### src/rtl/alu_pipe_pkg.sv
// Shared opcode encodings and width helpers for the pipelined ALU.
package alu_pipe_pkg;

  localparam int C_OP_WIDTH = 3;

  localparam logic [C_OP_WIDTH-1:0] OP_ADD = 3'b000;
  localparam logic [C_OP_WIDTH-1:0] OP_SUB = 3'b001;
  localparam logic [C_OP_WIDTH-1:0] OP_MUL = 3'b010;
  localparam logic [C_OP_WIDTH-1:0] OP_MAC = 3'b011;
  localparam logic [C_OP_WIDTH-1:0] OP_CLR = 3'b100;
  localparam logic [C_OP_WIDTH-1:0] OP_MIN = 3'b101;

  // Full product width plus guard bits so the accumulator can absorb several MACs.
  function automatic int res_width(input int dw, input int guard);
    return 2 * dw + guard;
  endfunction

endpackage

### src/rtl/alu_pipe_exec.sv
// Combinational stage-2 datapath: turns a registered operand beat plus the
// current accumulator into a result, the next accumulator value and a wrap flag.
module alu_pipe_exec
  import alu_pipe_pkg::*;
#(
  parameter int DW = 8,
  parameter int RW = 20
) (
  input  logic [C_OP_WIDTH-1:0] op,
  input  logic [DW-1:0]         a,
  input  logic [DW-1:0]         b,
  input  logic [RW-1:0]         acc,
  output logic [RW-1:0]         result,
  output logic [RW-1:0]         acc_next,
  output logic                  acc_we,
  output logic                  ovf
);

  localparam int PW = 2 * DW;

  logic [PW-1:0] prod;
  logic [DW:0]   diff;
  logic [RW:0]   mac_sum;

  assign prod    = PW'(a) * PW'(b);
  assign diff    = {1'b0, a} - {1'b0, b};
  // The extra top bit of the sum is the carry out of the accumulator MSB.
  assign mac_sum = {1'b0, acc} + (RW + 1)'(prod);

  always_comb begin
    result   = '0;
    acc_next = acc;
    acc_we   = 1'b0;
    ovf      = 1'b0;
    case (op)
      OP_ADD: result = RW'(a) + RW'(b);
      OP_SUB: result = {{(RW - DW - 1){diff[DW]}}, diff};
      OP_MUL: result = RW'(prod);
      OP_MIN: result = (a < b) ? RW'(a) : RW'(b);
      OP_MAC: begin
        result   = mac_sum[RW-1:0];
        acc_next = mac_sum[RW-1:0];
        acc_we   = 1'b1;
        ovf      = mac_sum[RW];
      end
      OP_CLR: begin
        acc_next = '0;
        acc_we   = 1'b1;
      end
      default: ;
    endcase
  end

endmodule

### src/rtl/alu_pipe.sv
// Two-stage pipelined ALU with accumulator and valid/ready handshakes on both
// the operand and result sides; full back-pressure without beat loss.
module alu_pipe
  import alu_pipe_pkg::*;
#(
  parameter int  C_DATA_WIDTH = 8,
  parameter int  C_ACC_GUARD  = 4,
  localparam int C_RES_WIDTH  = res_width(C_DATA_WIDTH, C_ACC_GUARD)
) (
  input  logic                    I_sys_clk,
  input  logic                    I_rst,
  input  logic                    I_valid,
  output logic                    O_ready,
  input  logic [C_OP_WIDTH-1:0]   I_op,
  input  logic [C_DATA_WIDTH-1:0] I_a,
  input  logic [C_DATA_WIDTH-1:0] I_b,
  output logic                    O_valid,
  input  logic                    I_ready,
  output logic [C_RES_WIDTH-1:0]  O_result,
  output logic                    O_ovf
);

  logic                    s1_valid;
  logic [C_OP_WIDTH-1:0]   s1_op;
  logic [C_DATA_WIDTH-1:0] s1_a;
  logic [C_DATA_WIDTH-1:0] s1_b;
  logic [C_RES_WIDTH-1:0]  acc;

  logic                    s2_load;
  logic                    accept;
  logic [C_RES_WIDTH-1:0]  exec_result;
  logic [C_RES_WIDTH-1:0]  exec_acc_next;
  logic                    exec_acc_we;
  logic                    exec_ovf;

  // Handshake: a beat moves on a side only in a cycle where that side's valid
  // and ready are both 1 at the clock edge; a valid producer holds its beat
  // unchanged until then. S2 reloads when it is empty or retiring this cycle,
  // so I_ready reaches O_ready combinationally and a full pipe still streams.
  assign s2_load = s1_valid && (!O_valid || I_ready);
  assign O_ready = !I_rst && (!s1_valid || s2_load);
  assign accept  = I_valid && O_ready;

  alu_pipe_exec #(
    .DW (C_DATA_WIDTH),
    .RW (C_RES_WIDTH)
  ) u_exec (
    .op       (s1_op),
    .a        (s1_a),
    .b        (s1_b),
    .acc      (acc),
    .result   (exec_result),
    .acc_next (exec_acc_next),
    .acc_we   (exec_acc_we),
    .ovf      (exec_ovf)
  );

  always_ff @(posedge I_sys_clk) begin
    if (I_rst) begin
      s1_valid <= 1'b0;
      s1_op    <= '0;
      s1_a     <= '0;
      s1_b     <= '0;
      O_valid  <= 1'b0;
      O_result <= '0;
      O_ovf    <= 1'b0;
      acc      <= '0;
    end else begin
      if (accept) begin
        s1_valid <= 1'b1;
        s1_op    <= I_op;
        s1_a     <= I_a;
        s1_b     <= I_b;
      end else if (s2_load) begin
        s1_valid <= 1'b0;
      end

      // The accumulator advances only when its beat commits to S2, so
      // back-to-back MACs see each other's result without a bubble.
      if (s2_load) begin
        O_valid  <= 1'b1;
        O_result <= exec_result;
        O_ovf    <= exec_ovf;
        if (exec_acc_we) begin
          acc <= exec_acc_next;
        end
      end else if (O_valid && I_ready) begin
        O_valid <= 1'b0;
      end
    end
  end

endmodule
### config.mk
export PLATFORM = sky130hd
export DESIGN_NAME = alu_pipe
export DESIGN_NICKNAME = d
export VERILOG_FILES = /design/src/rtl/alu_pipe_pkg.sv /design/src/rtl/alu_pipe_exec.sv /design/src/rtl/alu_pipe.sv
export SDC_FILE = /design/constraint.sdc
export NUM_CORES = 1
export LEC_CHECK = 0
export CAP_MARGIN = 20
export CORE_MARGIN = 4
export CORE_UTILIZATION = 50
export DETAILED_ROUTE_END_ITERATION = 8
export PLACE_DENSITY = 0.81
export SLEW_MARGIN = 20
export SYNTH_ARGS = -nofsm -noshare
export SYNTH_HDL_FRONTEND = slang
export SYNTH_HIERARCHICAL = 1
export SYNTH_SLANG_ARGS = --single-unit
### constraint.sdc
create_clock -name I_sys_clk -period 5.8 [get_ports I_sys_clk]
set_input_delay 0.58 -clock I_sys_clk [delete_from_list [all_inputs] [get_ports I_sys_clk]]
set_output_delay 0.58 -clock I_sys_clk [all_outputs]
set_load 0.01 [all_outputs]
**Congestion heat map**

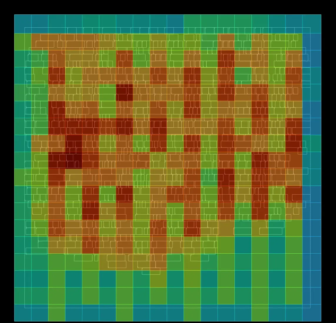
grt met2 use: 0.387
global routing usage on met1: 0.290
global routing usage summed across all routing layers: 0.224
global route hottest layer: met2

**Sequential cells colored by netlist name**

Drawn at 4 px/um. Other sequential cells in the stronger gray, the rest of the logic in the fainter gray.
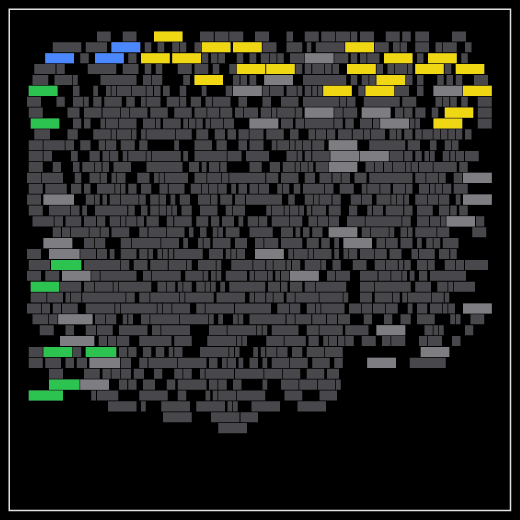
Yellow is O_result, sequential cells 20. Green is s1_b, sequential cells 8. Blue is s1_op, sequential cells 3.
Another 31 sequential cells are not colored.

**Metal 1**

Drawn at 4 px/um. Supply wires on this layer in gray. Cells faint in the background.
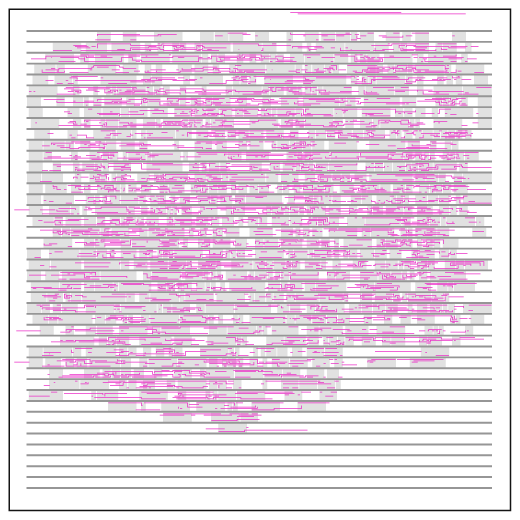
The layer holds 44% of the routed length. The longest straight run is 41.9 um.

**Metal 4**

Drawn at 4 px/um. Supply wires on this layer in gray.
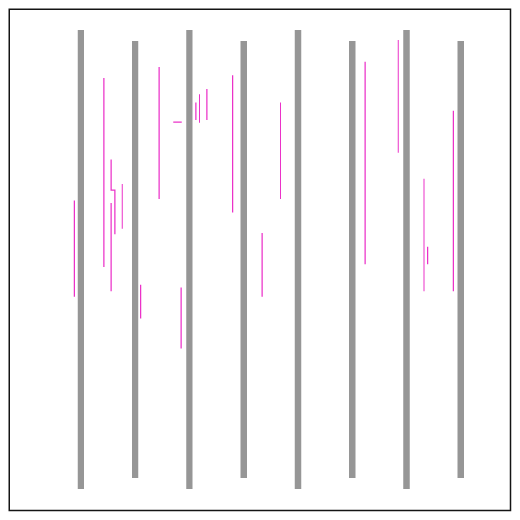
The wires run mostly vertical. The longest straight run is 50.3 um. The layer carries 427 um of wire. The layer holds 2.4% of the routed length. 19 nets have wire on it.

**Signal wires by layer**

Drawn at 4 px/um. Two of the layers only.
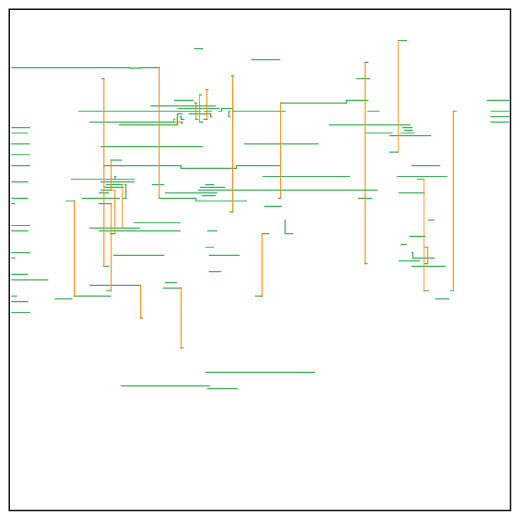
Green is met3, wire length 847 um. Orange is met4, wire length 427 um.
final WL: 18100 um
Via Count: 6043

==> flow_results.org <==
* Implementation run

** Synthesis
- For this run, the number of Yosys warnings is 6.
- Mux share of post-synthesis cell area :: 0.0831
- Cell total in the yosys stat output :: 803
- Post-synth top flop :: sky130_fd_sc_hd__dfxtp_1

** GRT
- met3 track demand over resource after global routing is 0.0337.
- Remaining Overflow, GRT :: 0
- The first global-routing pass estimated about 29000 um of wire.
- Antenna violations before repair :: 0

** Worst hold path
- For the worst min-delay path, the startpoint reported by OpenROAD is O_result[7]$_SDFFE_PP0P_.
- The endpoint of the worst hold path is reported as O_result[7]$_SDFFE_PP0P_.

** Placed design
- At the end of routability-driven placement, the weighted congestion stood at 0.909.
- PortBufs :: about 45
- After legalization and detailed placement, the total HPWL measured 13300 um.
- Logged for this run, the post-placement worst setup slack is -163 ps.
- Dpl cell area :: 0.00761 mm^2

** Setup path
- STA puts the critical path data arrival time at between 5000 and 6000 ps.
- Along the critical path, the tally of buffer and inverter instances is 4.
- The cell that appears most often on the critical path is sky130_fd_sc_hd__fa_1.
- Per STA, the endpoint of the critical path is O_result[16]$_SDFFE_PP0P_.
- Top fanout value on the critical path :: 9
- Among all stages on the critical path, the maximum delay recorded is 550 ps.
- The worst register-to-register path begins at s1_a[5]$_SDFFE_PP0P_.

** Pwr
- The power report attributes to the combinational group a share of 0.321.
- Power attributed to combinational cells :: about 0.00053 W
- P per Cell Area :: 196 mW/mm^2
- Sequential cells consume a total of 0.000469 W.

** Timing
- Post-route period utilization is reported as 0.972.
- The transition time recorded at the tightest slew-check pin is approximately 930 ps.
- In the post-route analysis, the smallest setup slack over all paths is 163 ps.

** Status
- Run status :: completed

** Layout
- The area growth from synthesis to layout is 22.5%.
- Final standard cell area without fillers :: roughly 0.0084 mm^2

** Detailed routing
- Detailed-route wire length on metal 1 :: 7880 um
- Detail Route met3 WL :: 847 um
- Before antenna repair, the detailed router went through 5 iterations.

** Clock tree
- The number of clock sinks came to 62.
- Looking at the clock tree report, the H-tree level count equals 3.
- Resize count post-CTS :: 15
- The number of setup buffers added after CTS is 3.

** Job
- Max-cap violations in this run came to 0.
- Summing over the stages, the warning tally comes to 37.

** Floorplan
- The share of the core area taken by cells at floorplan is 0.514.
- Measured along the x axis, the die boundary spans 125 um.
- Per the OpenROAD floorplan log, the area of the core is 0.0133 mm^2.
layout by cell type (no fill, tap or decap), types with 5 or more instances in the layout:
cell / n
sky130_fd_sc_hd__buf_4: 48
sky130_fd_sc_hd__xnor2_1: 16
sky130_fd_sc_hd__a21oi_2: 12
sky130_fd_sc_hd__a21oi_1: 44
sky130_fd_sc_hd__xor2_1: 13
sky130_fd_sc_hd__o22ai_1: 5
sky130_fd_sc_hd__mux2i_1: 29
sky130_fd_sc_hd__ha_4: 8
sky130_fd_sc_hd__nand2_2: 5
sky130_fd_sc_hd__o21ai_0: 45
sky130_fd_sc_hd__clkdlybuf4s50_1: 44
sky130_fd_sc_hd__and2_1: 41
sky130_fd_sc_hd__dfxtp_1: 53
sky130_fd_sc_hd__nand3_1: 30
sky130_fd_sc_hd__nor2b_1: 26
sky130_fd_sc_hd__buf_6: 5
sky130_fd_sc_hd__nor3_1: 6
sky130_fd_sc_hd__dfxtp_2: 6
sky130_fd_sc_hd__mux2_4: 11
sky130_fd_sc_hd__o211ai_1: 6
sky130_fd_sc_hd__inv_2: 6
sky130_fd_sc_hd__nand2b_1: 48
sky130_fd_sc_hd__clkbuf_16: 9
sky130_fd_sc_hd__mux2_2: 10
sky130_fd_sc_hd__a21o_1: 10
sky130_fd_sc_hd__a22o_1: 7
sky130_fd_sc_hd__nor2_1: 26
sky130_fd_sc_hd__fa_1: 35
sky130_fd_sc_hd__nand2_1: 47
sky130_fd_sc_hd__ha_1: 58
sky130_fd_sc_hd__o21ai_1: 5
sky130_fd_sc_hd__inv_1: 68
layout make-up:
cell class | instances | area (um^2)
fillers | 1059 | 4920
clock buffers | 9 | 225
flip-flops and latches | 62 | 1260
multi-input cells | 631 | 5410
repair buffers | 98 | 862
inverters | 74 | 278
well taps | 176 | 220
clock inverters | 7 | 125
Power is estimated from default activity; no workload was simulated.
